Run 1, wiring by layer:
(1 px per um)
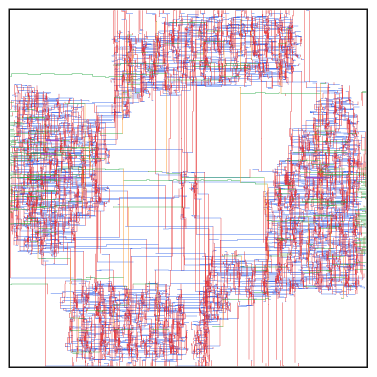
Run 1, the metal 3 layer:
(1 px per um) Cells faint in the background.
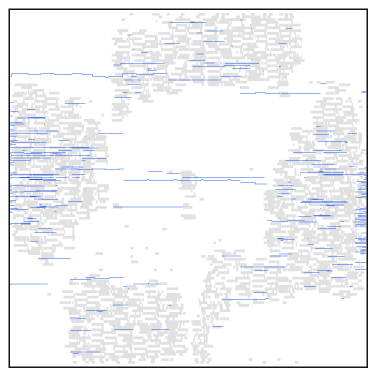
Run 1, M2 wires:
(1 px per um)
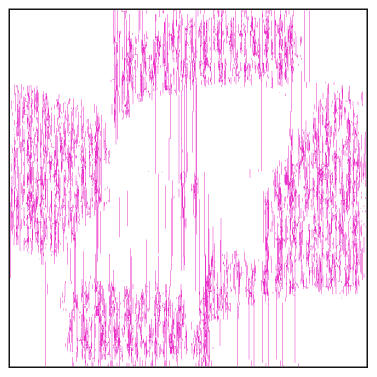
`src/rtl/fetch_instr_queue_pkg.sv`:
```
// Shared fetch-side types: the IFU output record and queue sizing defaults.
package fetch_instr_queue_pkg;

    localparam int INSTR_WIDTH    = 32;
    localparam int ADDR_WIDTH     = 32;
    localparam int FETCH_IQ_DEPTH = 8;

    typedef logic [INSTR_WIDTH-1:0] instr_t;
    typedef logic [ADDR_WIDTH-1:0]  addr_t;

    // 98-bit record handed from fetch to dispatch, instr in the MSBs.
    typedef struct packed {
        instr_t instr;
        addr_t  pc;
        logic   is_cond_br;
        logic   br_dir_pred;
        addr_t  br_target_pred;
    } ifu_out_t;

endpackage

```
`src/rtl/fetch_instr_queue_if.sv`:
```
// Enqueue/dequeue handshake bundle between fetch, the instruction queue and dispatch.
interface fetch_instr_queue_if;
    import fetch_instr_queue_pkg::*;

    logic     enq_valid;
    logic     enq_ready;
    ifu_out_t enq_data;
    logic     deq_valid;
    logic     deq_ready;
    ifu_out_t deq_data;

    // master: the environment (IFU producer plus dispatch consumer)
    modport master (
        output enq_valid, enq_data, deq_ready,
        input  enq_ready, deq_valid, deq_data
    );

    // slave: the queue itself
    modport slave (
        input  enq_valid, enq_data, deq_ready,
        output enq_ready, deq_valid, deq_data
    );

endinterface

```
`src/rtl/fetch_iq_ptr.sv`:
```
// Circular-buffer pointer with an extra wrap bit; counts modulo 2*DEPTH.
// Clear has priority over increment; both are synchronous, reset is asynchronous.
module fetch_iq_ptr
    import fetch_instr_queue_pkg::*;
#(
    parameter int DEPTH = FETCH_IQ_DEPTH
) (
    input  logic                     clk,
    input  logic                     rst_aL,
    input  logic                     clr_i,
    input  logic                     inc_i,
    output logic [$clog2(DEPTH):0]   ptr_o,
    output logic [$clog2(DEPTH)-1:0] idx_o,
    output logic                     wrap_o
);

    localparam int AW = $clog2(DEPTH);
    localparam int PW = AW + 1;

    logic [PW-1:0] ptr_q;
    logic [PW-1:0] ptr_d;

    always_comb begin
        ptr_d = ptr_q;
        if (clr_i) begin
            ptr_d = '0;
        end else if (inc_i) begin
            ptr_d = ptr_q + PW'(1);
        end
    end

    always_ff @(posedge clk or negedge rst_aL) begin
        if (!rst_aL) begin
            ptr_q <= '0;
        end else begin
            ptr_q <= ptr_d;
        end
    end

    assign ptr_o  = ptr_q;
    assign idx_o  = ptr_q[AW-1:0];
    assign wrap_o = ptr_q[AW];

endmodule

```
`src/rtl/fetch_instr_queue.sv`:
```
// Fetch-to-dispatch instruction FIFO; 1-cycle enq->deq latency, 0-cycle with FETCH_IQ_BYPASS_EN.
// enq_ready drops only when full or flushing; flush empties the queue in one edge.
module fetch_instr_queue
    import fetch_instr_queue_pkg::*;
#(
    parameter int DEPTH = FETCH_IQ_DEPTH
) (
    input  logic                   clk,
    input  logic                   rst_aL,
    input  logic                   flush,
    fetch_instr_queue_if.slave     iq,
    output logic [$clog2(DEPTH):0] count
);

    localparam int AW = $clog2(DEPTH);
    localparam int PW = AW + 1;

    logic [PW-1:0] head_ptr;
    logic [PW-1:0] tail_ptr;
    logic [AW-1:0] head_idx;
    logic [AW-1:0] tail_idx;
    logic          head_wrap;
    logic          tail_wrap;

    logic [PW-1:0] count_q;
    logic [PW-1:0] count_d;

    ifu_out_t mem_q [DEPTH];

    logic empty;
    logic full;
    logic enq_fire;
    logic deq_fire;
    logic bypass;
    logic bypass_take;
    logic wr_en;
    logic head_inc;

    fetch_iq_ptr #(.DEPTH(DEPTH)) u_head (
        .clk    (clk),
        .rst_aL (rst_aL),
        .clr_i  (flush),
        .inc_i  (head_inc),
        .ptr_o  (head_ptr),
        .idx_o  (head_idx),
        .wrap_o (head_wrap)
    );

    fetch_iq_ptr #(.DEPTH(DEPTH)) u_tail (
        .clk    (clk),
        .rst_aL (rst_aL),
        .clr_i  (flush),
        .inc_i  (wr_en),
        .ptr_o  (tail_ptr),
        .idx_o  (tail_idx),
        .wrap_o (tail_wrap)
    );

    assign empty = (head_ptr == tail_ptr);
    assign full  = (head_idx == tail_idx) && (head_wrap != tail_wrap);

`ifdef FETCH_IQ_BYPASS_EN
    // An entry arriving at an empty queue is offered to dispatch in the same cycle.
    assign bypass      = empty && iq.enq_valid && !flush;
    assign iq.deq_data = bypass ? iq.enq_data : mem_q[head_idx];
`else
    assign bypass      = 1'b0;
    assign iq.deq_data = mem_q[head_idx];
`endif

    assign iq.enq_ready = !full && !flush;
    assign iq.deq_valid = (!empty || bypass) && !flush;

    assign enq_fire    = iq.enq_valid && iq.enq_ready;
    assign deq_fire    = iq.deq_valid && iq.deq_ready;
    // A bypassed entry consumed on the spot never touches storage or pointers.
    assign bypass_take = bypass && iq.deq_ready;
    assign wr_en       = enq_fire && !bypass_take;
    assign head_inc    = deq_fire && !bypass_take;

    always_comb begin
        count_d = count_q;
        if (flush) begin
            count_d = '0;
        end else begin
            case ({wr_en, head_inc})
                2'b10:   count_d = count_q + PW'(1);
                2'b01:   count_d = count_q - PW'(1);
                default: count_d = count_q;
            endcase
        end
    end

    always_ff @(posedge clk or negedge rst_aL) begin
        if (!rst_aL) begin
            count_q <= '0;
        end else begin
            count_q <= count_d;
        end
    end

    // Payload storage is deliberately left unreset; deq_data is ignored while deq_valid is low.
    always_ff @(posedge clk) begin
        if (wr_en) begin
            mem_q[tail_idx] <= iq.enq_data;
        end
    end

    assign count = count_q;

    a_count_bound: assert property (@(posedge clk) disable iff (!rst_aL)
        count_q <= PW'(DEPTH));

    a_count_ptrs: assert property (@(posedge clk) disable iff (!rst_aL)
        count_q == PW'(tail_ptr - head_ptr));

    a_no_write_full: assert property (@(posedge clk) disable iff (!rst_aL)
        !(wr_en && full));

endmodule

```
`src/flat_wrapper.sv`:
```
// flat-port wrapper written by rule: the top's interface ports become plain ports
module fetch_instr_queue_flat import fetch_instr_queue_pkg::*;
#(
    parameter int DEPTH = FETCH_IQ_DEPTH
)
  (clk, rst_aL, flush, count, iq_enq_valid, iq_enq_data, iq_deq_ready, iq_enq_ready, iq_deq_valid, iq_deq_data);
  fetch_instr_queue_if iq_i ();
  input  logic clk;
  input  logic rst_aL;
  input  logic flush;
  output logic [$clog2(DEPTH):0] count;
  input wire logic [$bits(iq_i.enq_valid)-1:0] iq_enq_valid;
  input wire logic [$bits(iq_i.enq_data)-1:0] iq_enq_data;
  input wire logic [$bits(iq_i.deq_ready)-1:0] iq_deq_ready;
  output wire logic [$bits(iq_i.enq_ready)-1:0] iq_enq_ready;
  output wire logic [$bits(iq_i.deq_valid)-1:0] iq_deq_valid;
  output wire logic [$bits(iq_i.deq_data)-1:0] iq_deq_data;
  assign iq_i.enq_valid = iq_enq_valid;
  assign iq_i.enq_data = iq_enq_data;
  assign iq_i.deq_ready = iq_deq_ready;
  assign iq_enq_ready = iq_i.enq_ready;
  assign iq_deq_valid = iq_i.deq_valid;
  assign iq_deq_data = iq_i.deq_data;
  fetch_instr_queue #(.DEPTH(DEPTH)) u_core (.clk(clk), .rst_aL(rst_aL), .flush(flush), .iq(iq_i), .count(count));
endmodule
```
`config.mk`:
```
export PLATFORM = sky130hd
export DESIGN_NAME = fetch_instr_queue_flat
export DESIGN_NICKNAME = d
export VERILOG_FILES = /design/src/rtl/fetch_instr_queue_pkg.sv /design/src/rtl/fetch_instr_queue_if.sv /design/src/rtl/fetch_iq_ptr.sv /design/src/rtl/fetch_instr_queue.sv /design/src/flat_wrapper.sv
export SDC_FILE = /design/constraint.sdc
export NUM_CORES = 1
export LEC_CHECK = 0
export ABC_AREA = 1
export CORE_MARGIN = 2
export CORE_UTILIZATION = 25
export DETAILED_ROUTE_END_ITERATION = 8
export GPL_ROUTABILITY_DRIVEN = 0
export SETUP_SLACK_MARGIN = 0.4
export SLEW_MARGIN = 40
export SYNTH_ARGS = -nofsm -noshare
export SYNTH_HDL_FRONTEND = slang
export SYNTH_HIERARCHICAL = 1
export SYNTH_SLANG_ARGS = --single-unit
```
`constraint.sdc`:
```
create_clock -name clk -period 10.5 [get_ports clk]
set_clock_uncertainty 0.05 [all_clocks]
set_input_delay 1.05 -clock clk [delete_from_list [all_inputs] [get_ports clk]]
set_output_delay 1.05 -clock clk [all_outputs]
set_load 0.02 [all_outputs]
```
==> job_summary.md, run 1 <==
## Implementation flow summary

| Metric | Value |
|---|---|
| P_sw | `~2.6 mW` |
| Synth Instances | `roughly 2.4k` |
| Critical R2R Launch | `u_core/u_head/ptr_o[1]` |
| Tot GR Track Use | `between 10% and 20%` |
| CP required | `between 9 and 10 ns` |
| # nets final | `~2.7k` |
| Critical Path End Type | `output pin` |
| Hold path startpoint | `u_core/count[2]` |
| Most common cell in the netlist | `edfxtp_1` |
| Root buffer cell | `clkbuf_16` |
| CORE AREA | `~120000 um^2` |
| Synth cell count leaders | `edfxtp_1 (784), nor2_1 (704), o21ai_0 (392)` |
| Min Hold Slack | `around 0.54 ns` |
| Setup Fix Bufs, Post-CTS | `0` |
| Crit path max fanout | `roughly 85` |
| Net Sw Frac | `30.04%` |
| Unique cell types | `25` |
| Overflow after GRT | `0` |
| Logic pwr share | `between 20% and 30%` |
| Most common reg cell | `edfxtp_1` |
| Hpwl dp | `approximately 40000 um` |
| # IOs | `around 210` |
| Dominant cell area share | `between 70% and 80%` |
| Int Pwr | `approximately 5.9 mW` |
| Slew Limit Fails | `0` |
| Vias | `~19k` |
| Die Y | `roughly 360 um` |
| CTS tree | `built` |
| Initial antenna violation count | `6` |
| Largest net degree at the start of global routing | `140` |
| Crit path time final | `around 5.2 ns` |
| Core Util at FP | `25.16%` |
| VDD IR max | `about 0.17 mV` |
| Register share after synthesis | `76.75%` |
| Kind of critical path | `reg2out` |
| # hold bufs at CTS | `0` |
| Final TNS setup | `0 ns` |
| Critical Path AT | `4.11 ns` |
| Log Warnings | `35` |
| Chip area | `127100 um^2` |
| Antenna Nets Post-Route | `0` |
| # clock sinks | `796` |
| DR vias/cell | `between 4 and 5` |
| Crit path from | `u_core/u_head/ptr_o[0]` |
| Critical Path Source Type | `flop` |
| IO Port Bufs | `between 200 and 250` |
| Depth of the CTS H-tree | `3` |
| Final Hold Fails | `0` |
| Syn Area/Cell | `13.12 um^2` |
| Maxcap violations | `0` |
| First-pass GRT wire length | `approximately 120000 um` |
| Drt pass-1 iters | `5` |
| Cell area power density | `between 200 and 250 nW/um^2` |
| Area leader, netlist | `edfxtp_1` |
| Worst-margin pin slew | `between 0.8 and 0.9 ns` |
| Final Core Density | `between 30% and 40%` |
| Slew headroom | `42.02%` |
| Clock Latency Late Sink | `0.67 ns` |
| Syn. warnings | `6` |
| P_leak | `12.08 nW` |
| Fillers | `roughly 12k` |
| Ys cells | `2367` |
| Top cells by area | `edfxtp_1 (76%), nor2_1 (8.5%), o21ai_0 (6.3%)` |
| Fraction of registers with async set/reset | `1.508%` |
| Number of global-route vias before repair | `approximately 19k` |
| Clock Power Share | `a little over a third` |
| Synthesized area | `31060 um^2` |
| Total Wirelength | `around 77000 um` |
| Chip area in the Yosys report | `roughly 31000 um^2` |
| Flip-flops with a built-in enable | `approximately 780` |
| DRT iter0 DRCs | `approximately 1.5k` |
| Floorplan net count | `2475` |
| Flop pwr share | `approximately 43%` |
| Fraction of layout cells with a size suffix above 1 | `slightly below 7%` |
| Synth flops | `roughly 800` |
| Unrepaired setup endpoints after global routing | `false` |
| CTS Buf Count | `88` |
| Hold crit path type | `reg2reg` |
| Clk pin slew, worst setup/hold paths | `around 0.060 ns` |
| Outcome | `completed` |
| Die width | `between 300 and 400 um` |
| Residual DRC count | `0` |
| Count of final setup violators | `0` |
| Tcrit/Tclk final | `between 40% and 50%` |
| Flop-to-flop setup slack | `~6.4 ns` |
| PostCTS Resize Cnt | `0` |
| CTS Buffer Depth | `3` |
| Row count | `approximately 130` |
| Area growth, synth to finish | `21.21%` |
| Post-DR wirelength/cell | `about 18 um` |
| Max frequency | `around 190 MHz` |
Notes on 'wiring by layer' above:
legend:
  blue:
    layer: M1
    wire_length: 33.7 mm
  orange:
    layer: M4
    wire_length: 1660 um
  purple:
    layer: M5
    wire_length: 68.1 um
  red:
    layer: M2
    wire_length: 37.7 mm
  green:
    layer: M3
    wire_length: 4120 um

Notes on 'the metal 3 layer' above:
main direction: horizontal
nets with wire on the layer: 180
share of all routed wire: 5.3%
longest straight run: 82.1 um

Notes on 'M2 wires' above:
nets with wire on the layer: 1957
main direction: vertical
wire length on this layer: 37.7 mm
share of all routed wire: 49%

## run 1: cell type report
cell class,instances,area (um^2),area share (%)
antenna,1,2.502,0.006646
clock buffer,106,2291,6.084
clock inverter,52,500.5,1.329
inverter,30,130.1,0.3456
multi-input combinational,1383,6370,16.92
sequential,796,23850,63.34
tap,1637,2048,5.439
timing repair buffer,243,2462,6.539
## run 1: cell usage in the layout, fill, tap and decap left out, types with 3 or more instances in the layout
cell	Yosys	routed
clkinv_2	0	12
dfrtp_1	12	10
a31oi_1	98	98
clkinv_1	0	23
o22ai_1	98	98
nor2_1	704	696
nor2_4	3	11
buf_4	32	20
o21ai_0	392	392
nand4_1	4	4
clkinv_16	0	4
nand3_1	10	10
ha_1	4	4
edfxtp_1	784	784
bufinv_16	0	4
inv_6	0	4
clkbuf_16	0	89
clkdlybuf4s50_1	0	206
a21oi_1	7	7
inv_1	27	27
buf_6	5	12
nand2_1	55	55
clkbuf_1	74	17
buf_12	0	3
## run 1: worst paths after layout
path / end / cells after the start
setup reg to reg: u_core/mem_q[7][70] / 10
setup / recovery: iq_deq_data[79] / 7
hold / removal: u_core/count[2] / 2
min in group asynchronous: u_core/count[1] / 1
max in group asynchronous: u_core/u_head/ptr_o[0] / 1
hold reg to reg: u_core/count[2] / 2
## run 1: power by group through the flow
stage	clock, mW	sequential [mW]	combinational (mW)
3_3_place_gp	0	3.72	1.91
5_1_grt	3.17	3.67	2.09
6_report	2.95	3.66	1.90
2_1_floorplan	0	3.73	1.18
3_5_place_dp	0	3.73	1.92
4_1_cts	3.04	3.66	1.93
## run 1: state kept, by name, indices dropped and copies added (netlist names)
signal,flops
u_core/mem_q,784
u_core/count,4
u_core/u_head/ptr_o,4
u_core/u_tail/ptr_o,4
## run 1: worst max-delay path, stage by stage (launching register included)
cell	delay, ns
dfrtp_4	0.61
buf_6	0.55
buf_4	0.74
o21ai_0	0.21
o22ai_1	0.19
nor2_1	0.06
a31oi_1	0.28
clkdlybuf4s50_1	0.68
## run 1: metal layers
metal	track usage [%]	share of wire, %	vias to the layer above
li1	-	-	8980
met1	15.44	44	9429
met2	19.96	49	448
met3	2.486	5.3	114
met4	3.502	2.1	10
met5	0	0.088	-
## run 1: kinds of logic after synthesis
family,count (synthesis),synth area share (%)
compound gates,595,10.38
xor+xnor,2,0.05640
fa+ha+maj,5,0.2256
buf+inv,188,2.936
flops,796,76.75
simple gates,781,9.654
## run 1: through the flow
step	setup WS (ns)	cells	power [mW]	area [um^2]
floorplan	4.170	2367	4.914	31060
global placement	5.704	4084	5.635	34710
detailed placement	5.714	4086	5.652	34810
CTS	4.931	4244	8.639	37600
global route	4.957	4247	8.929	37650
finish	5.289	4248	8.505	37650
==> run 2, diff against run 1 <==
Clock period 10.5 ns to 5.2 ns, I/O delays scaled along.
==> job_summary.md, run 2 <==
## Implementation flow summary

| Metric | Value |
|---|---|
| Unique cell types | `25 (unchanged)` |
| DP Area | `35010 um^2 (was 34810 um^2)` |
| CTS tree | `built (unchanged)` |
| Met3 WL | `3963 um (was 4115 um)` |
| Synth Instances | `2367 (unchanged)` |
| Antenna Nets Post-Route | `0 (unchanged)` |
| Clk pin slew, worst setup/hold paths | `0.06 ns (about the same)` |
| Final Non-Filler Cells | `4248 (unchanged)` |
| PostCTS Resize Cnt | `0 (unchanged)` |
| Drt pass-1 iters | `4 (was 5)` |
| Residual DRC count | `0 (unchanged)` |
| Most common cell in the netlist | `edfxtp_1 (unchanged)` |
| Synthesized area | `31060 um^2 (unchanged)` |
| CORE AREA | `123500 um^2 (unchanged)` |
| Initial antenna violation count | `5 (was 6)` |
| Largest register by flop count | `u_core/mem_q (unchanged)` |
| Slew Limit Fails | `0 (unchanged)` |
| Final TNS setup | `0 ns (unchanged)` |
| CTS Buf Count | `88 (unchanged)` |
| Syn. warnings | `6 (unchanged)` |
| Syn Area/Cell | `13.12 um^2 (unchanged)` |
| Maxcap violations | `0 (unchanged)` |
| Final Hold Fails | `0 (unchanged)` |
| Met1 Wirelength | `33450 um (was 33710 um)` |
| Max frequency | `roughly 230 MHz` |
| Crit path from | `u_core/u_head/ptr_o[0] (unchanged)` |
| Overflow after GRT | `0 (unchanged)` |
| Unrepaired setup endpoints after global routing | `false (unchanged)` |
| Ys cells | `2367 (unchanged)` |
| Placed instance count | `4089 (was 4086)` |
| Kind of critical path | `reg2out (unchanged)` |
| Min Hold Slack | `0.1647 ns (was 0.5357 ns)` |
| Dominant cell area share | `75.79% (unchanged)` |
| Top Metal Used | `met5 (unchanged)` |
| Total Wirelength | `75820 um (was 77300 um)` |
| Root buffer cell | `clkbuf_16 (unchanged)` |
| # nets final | `2652 (was 2650)` |
| DRT iter0 DRCs | `1368 (was 1462)` |
| Post-DR wirelength/cell | `17.85 um (was 18.20 um)` |
| Critical Path End Type | `output pin (unchanged)` |
| Setup Fix Bufs, Post-CTS | `0 (unchanged)` |
| FF/Latch Area | `23850 um^2 (unchanged)` |
| CTS Buffer Depth | `3 (unchanged)` |
| Crit path max fanout | `122 (was 85)` |
| Antenna cells | `0 (was 1)` |
| Logic area | `6370 um^2 (unchanged)` |
| Log Warnings | `31 (was 35)` |
| Chip area | `127100 um^2 (unchanged)` |
| Tot GR Track Use | `11.84% (was 11.89%)` |
| Critical Path Source Type | `flop (unchanged)` |
| Dpl ws | `1.464 ns (was 5.714 ns)` |
| Cell area power density | `458.6 nW/um^2 (was 225.9 nW/um^2)` |
| Area growth, synth to finish | `21.94% (was 21.21%)` |
| Number of global-route vias before repair | `18.54k (was 18.52k)` |
| Floorplan net count | `2475 (unchanged)` |
| # hold bufs at CTS | `0 (unchanged)` |
| Vias | `18.99k (was 18.98k)` |
| IO Port Bufs | `206 (unchanged)` |
| Critical R2R Launch | `u_core/u_head/ptr_o[0] (was u_core/u_head/ptr_o[1])` |
| Depth of the CTS H-tree | `3 (unchanged)` |
| Fraction of layout cells with a size suffix above 1 | `6.817% (was 6.743%)` |
| Die width | `356.5 um (unchanged)` |
| Top cells by area | `edfxtp_1 (76%), nor2_1 (8.5%), o21ai_0 (6.3%) (unchanged)` |
| Worst-margin pin slew | `0.8909 ns (was 0.8697 ns)` |
| P_leak | `12.15 nW (was 12.08 nW)` |
| Largest register FFs | `784 (unchanged)` |
| Worst setup margin | `0.7942 ns (was 5.289 ns)` |
| Most frequently placed logic cells in the final layout | `edfxtp_1 (784), nor2_1 (696), o21ai_0 (392) (unchanged)` |
| Flip-flops with a built-in enable | `784 (unchanged)` |
| Hpwl dp | `38690 um (was 40350 um)` |
| VDD IR max | `0.3125 mV (was 0.1713 mV)` |
| Flop-to-flop setup slack | `1.60 ns (was 6.41 ns)` |
| Most common reg cell | `edfxtp_1 (unchanged)` |
| Tcrit/Tclk final | `between 80% and 90%` |
| Outcome | `completed (unchanged)` |
| Chip area in the Yosys report | `31060 um^2 (unchanged)` |
| First-pass GRT wire length | `114500 um (was 115600 um)` |
| Row count | `129 (unchanged)` |
| Slew headroom | `40.61% (was 42.02%)` |
| Synth flops | `796 (unchanged)` |
| Count of final setup violators | `0 (unchanged)` |
| Fin area | `37880 um^2 (was 37650 um^2)` |
| Register share after synthesis | `76.75% (unchanged)` |
| CP required | `4.63 ns (was 9.40 ns)` |
| Crit path time final | `around 4.4 ns` |
| Largest net degree at the start of global routing | `169 (was 140)` |
| DR vias/cell | `4.471 (was 4.468)` |
| Met2 wire length | `36710 um (was 37750 um)` |
| Synth cell count leaders | `edfxtp_1 (784), nor2_1 (704), o21ai_0 (392) (unchanged)` |
| Area leader, netlist | `edfxtp_1 (unchanged)` |
| # IOs | `207 (unchanged)` |
| Die Y | `356.5 um (unchanged)` |
| Fraction of registers with async set/reset | `1.508% (unchanged)` |
| Core Util at FP | `25.16% (unchanged)` |
| Critical Path AT | `3.84 ns (was 4.11 ns)` |
| Hold crit path type | `in2async (was reg2reg)` |
| Fillers | `12.27k (was 12.33k)` |
| Most frequent logic cell in the layout | `edfxtp_1 (unchanged)` |
==> run 2: cell counts after synthesis <==
No cell type changed its count.
==> run 2: metrics by stage <==
step	total power, mW	utilization, %
after floorplan	9.922	-
after global placement	11.40	28.36
after detailed placement	11.43	28.36
after CTS	17.60	30.64
after global routing	18.23	30.68
final	17.37	30.68
==> run 2: cells by family (layout without fill, tap and decap cells) <==
kind of cell	after synthesis	count (layout)	synth area share, %
AND-OR/OR-AND	595	595	10.38
buffers and inverters	188	432	2.936
AND/OR/NAND/NOR	781	781	9.654
flip-flops	796	796	76.75
adder cells (fa/ha/maj)	5	5	0.2256
XOR/XNOR	2	2	0.05640
==> run 2: layer usage <==
| metal | up-vias | GRT usage (%) |
|---|---|---|
| met3 | 104 | 2.762 |
| li1 | 8989 | - |
| met1 | 9484 | 15.11 |
| met2 | 408 | 19.70 |
| met4 | 8 | 4.017 |
| met5 | - | 0 |
==> run 2: power breakdown <==
group          internal [mW]  switching (mW)
Sequential              7.29           0.109
Combinational           1.40            2.46
Clock                   3.53            2.57
==> run 2: path summary, 6_finish.rpt <==
kind	endpoint	depth (start not counted)
worst max-delay path	iq_deq_data[61]	7
worst min-delay path	u_core/count[3]	1
worst max register to register	u_core/mem_q[5][47]	10
worst min register to register	u_core/count[2]	2
max in group asynchronous	u_core/u_head/ptr_o[1]	1
min in group clk	u_core/mem_q[7][25]	1
==> run 2: area by class of cell <==
| type | count | share of cell area, % |
|---|---|---|
| sequential | 796 | 62.96 |
| multi-input combinational | 1383 | 16.82 |
| timing repair buffer | 245 | 7.029 |
| clock buffer | 109 | 6.021 |
| tap | 1637 | 5.407 |
| clock inverter | 48 | 1.424 |
| inverter | 30 | 0.3435 |
==> run 2: worst max-delay path, stage by stage, from the launching register on <==
cell	delay, ns
dfrtp_4	0.79
buf_12	0.31
buf_16	0.42
o21ai_0	0.18
o22ai_1	0.21
nor2_1	0.06
a31oi_1	0.31
clkdlybuf4s50_1	0.67
Run 2, floorplan with the power grid:
(1 px per um) Pins as bars on the die edge. Tap cells in grey.
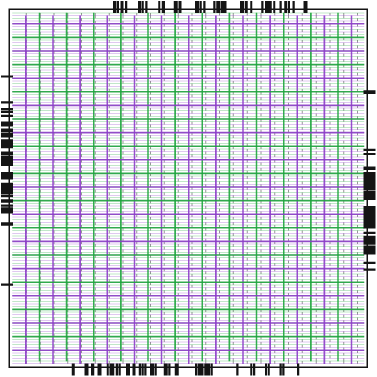
legend:
  green:
    net: VDD
  purple:
    net: VSS
met4 straps: 25
met1 rails: 130
tap cells: 1637

Run 2, the clock network:
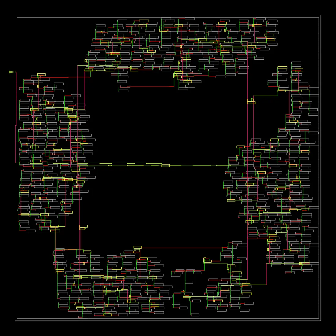
# clock sinks: 796
Clock Latency Late Sink: 0.69 ns
FF+latch count: 796
clock buf count: 109

Power figures rest on the tool's default switching activity, not on a simulated workload.
